--- src/rtl/y86_alu.sv ---
// Y86-64 execute-stage ALU: add/sub/and/xor on signed operands.
// Result and flags are registered, so they appear one clock after the operands.
module y86_alu #(
    parameter int WIDTH = 64
) (
    input  logic             clk,
    input  logic             reset,
    input  logic [1:0]       control,
    input  logic [WIDTH-1:0] a,
    input  logic [WIDTH-1:0] b,
    output logic [WIDTH-1:0] out,
    output logic             overflow,
    output logic             zf,
    output logic             sf
);

    localparam logic [1:0] OP_ADD = 2'b00;
    localparam logic [1:0] OP_SUB = 2'b01;
    localparam logic [1:0] OP_AND = 2'b10;
    localparam logic [1:0] OP_XOR = 2'b11;

    logic [WIDTH-1:0] b_eff;
    logic             carry_in;
    logic [WIDTH-1:0] sum;

    logic [WIDTH-1:0] out_d, out_q;
    logic             overflow_d, overflow_q;
    logic             zf_d, zf_q;
    logic             sf_d, sf_q;

    // Subtraction reuses the adder as a + ~b + 1.
    always_comb begin
        b_eff    = (control == OP_SUB) ? ~b : b;
        carry_in = (control == OP_SUB);
    end

    // Ripple-carry chain of 1-bit full adders; the final carry-out is dropped.
    always_comb begin
        logic c;
        sum = '0;
        c   = carry_in;
        for (int i = 0; i < WIDTH; i++) begin
            sum[i] = a[i] ^ b_eff[i] ^ c;
            c      = (a[i] & b_eff[i]) | (c & (a[i] ^ b_eff[i]));
        end
    end

    always_comb begin
        out_d      = '0;
        overflow_d = 1'b0;
        case (control)
            OP_ADD: begin
                out_d      = sum;
                overflow_d = (a[WIDTH-1] == b[WIDTH-1]) && (sum[WIDTH-1] != a[WIDTH-1]);
            end
            OP_SUB: begin
                out_d      = sum;
                overflow_d = (a[WIDTH-1] != b[WIDTH-1]) && (sum[WIDTH-1] != a[WIDTH-1]);
            end
            OP_AND:  out_d = a & b;
            OP_XOR:  out_d = a ^ b;
            default: out_d = '0;
        endcase
        zf_d = (out_d == '0);
        sf_d = out_d[WIDTH-1];
    end

    always_ff @(posedge clk) begin
        if (reset) begin
            out_q      <= '0;
            overflow_q <= 1'b0;
            zf_q       <= 1'b1;
            sf_q       <= 1'b0;
        end else begin
            out_q      <= out_d;
            overflow_q <= overflow_d;
            zf_q       <= zf_d;
            sf_q       <= sf_d;
        end
    end

    assign out      = out_q;
    assign overflow = overflow_q;
    assign zf       = zf_q;
    assign sf       = sf_q;

endmodule

--- config.mk ---
export PLATFORM = sky130hd
export DESIGN_NAME = y86_alu
export DESIGN_NICKNAME = d
export VERILOG_FILES = /design/src/rtl/y86_alu.sv
export SDC_FILE = /design/constraint.sdc
export NUM_CORES = 1
export LEC_CHECK = 0
export ABC_CLOCK_PERIOD_IN_PS = 74600
export CAP_MARGIN = 20
export CORE_UTILIZATION = 52
export CTS_BUF_LIST = sky130_fd_sc_hd__clkbuf_4 sky130_fd_sc_hd__clkbuf_8
export CTS_CLUSTER_SIZE = 16
export DETAILED_ROUTE_END_ITERATION = 10
export GPL_TIMING_DRIVEN = 1
export PLACE_DENSITY = 0.89
export SLEW_MARGIN = 40
export SYNTH_ARGS = -nofsm -noshare
export SYNTH_HDL_FRONTEND = slang
export SYNTH_SLANG_ARGS = --single-unit
--- constraint.sdc ---
create_clock -name clk -period 74.6 [get_ports clk]
set_input_delay 18.65 -clock clk [delete_from_list [all_inputs] [get_ports clk]]
set_output_delay 18.65 -clock clk [all_outputs]
set_load 0.05 [all_outputs]
Fig. 1: signal wires on met1
Supply wires on this layer in gray.
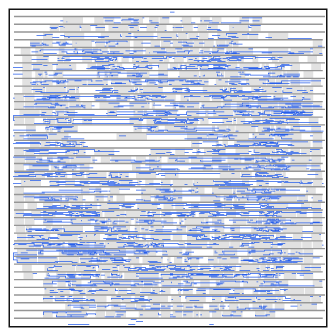
share of all routed wire	40%
wire length on this layer	6510 um
main direction	horizontal
nets with wire on the layer	912
longest straight run	40.0 um

Fig. 2: the clock network
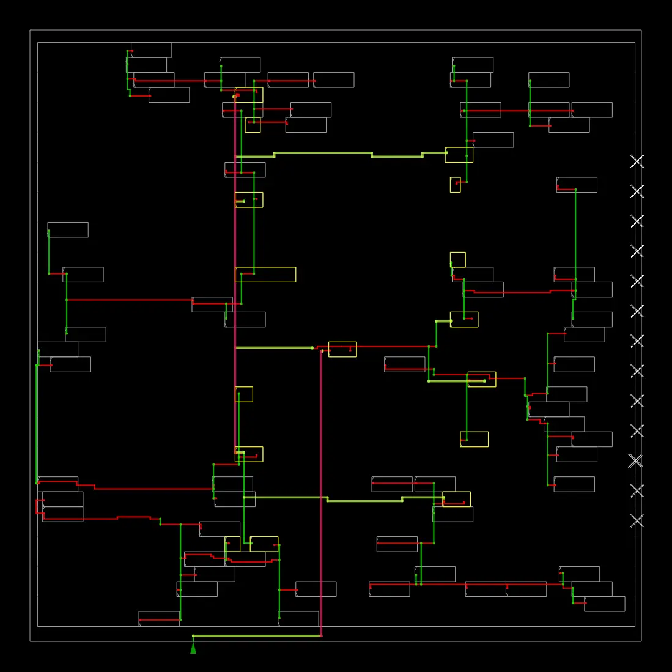
number of buffers created by CTS: 9
# clock sinks: 66
Clk power: 32.0 uW

==> impl_metrics.tcl <==
# implementation run metrics
set metrics [dict create \
    switching_share_pct 40.03 \
    top_logic_kind "adder cells" \
    edf_count 0 \
    p_int_uw 90.85 \
    drcViolationCount 27 \
    path_class "in -> reg" \
    slowest_delay_ns 0.59 \
    top_area_share_pct 21.35 \
    rsz0062_at_grt "false" \
    fin_area_mm2 0.008428 \
    ys_sh_xor_pct 9.058 \
    power.share.combinational_pct 51.4 \
    die_h_um 111.1 \
    yosysChipArea_mm2 0.006188 \
    synth-seq-cells 66 \
    ys_async_sr_fraction_pct 0 \
    grt_max_degree 75 \
    grt_usage_pct 27.32 \
    wirelength_mm 16.38 \
    min_path_cells 4 \
    slew_headroom_pct 45.68 \
    drive_gt1_share_pct 4.799 \
    fmax_mhz 21.44 \
    grt_antenna_before_repair 3 \
    seq_power_share_pct 27.5 \
    top_power_group "combinational logic" \
    path_buffers 6 \
    drt-vias-per-instance 5.329 \
    post_cts_buffers 0 \
    critical_path.most_common_cell "fa_1" \
    synth-main-ff-cell "dfxtp_1" \
    mux_area_share_pct 19.83 \
    drt_iter0_markers 276 \
    setup_viol 0 \
    failed_checks "DRC" \
    gr-total-overflow 0 \
    top_cell "mux2i_1" \
    outcome "complete, but fails checks" \
    clockPowerShare_pct 21.2 \
    crit_cells 75 \
    end_kind "register" \
]
-- cell type report --
type	instances	area share, %
diodes	1	0.02969
clock inverters	4	0.6087
repair buffers	202	23.84
clock buffers	12	1.811
well taps	143	2.123
inverters	63	2.806
flip-flops and latches	66	15.68
multi-input cells	424	53.10
-- per-stage QoR --
stage	setup WS (ns)	cells	hold WS [ns]	power (uW)
4_1_cts	27.78	914	18.91	152.3
2_1_floorplan	29.06	584	18.92	92.17
6_report	27.95	915	18.93	151.5
5_1_grt	26.83	915	18.94	159.9
3_5_place_dp	27.52	898	19.28	119.9
3_3_place_gp	27.83	898	19.25	117.0
-- routing by layer --
layer	track usage, %	routed length, um	vias up
met5	0	27	-
met4	11.89	420	4
met3	6.178	1050	33
met2	49.64	8375	179
met1	30.50	6505	2380
li1	-	-	2280
Power and IR drop assume default switching activity.
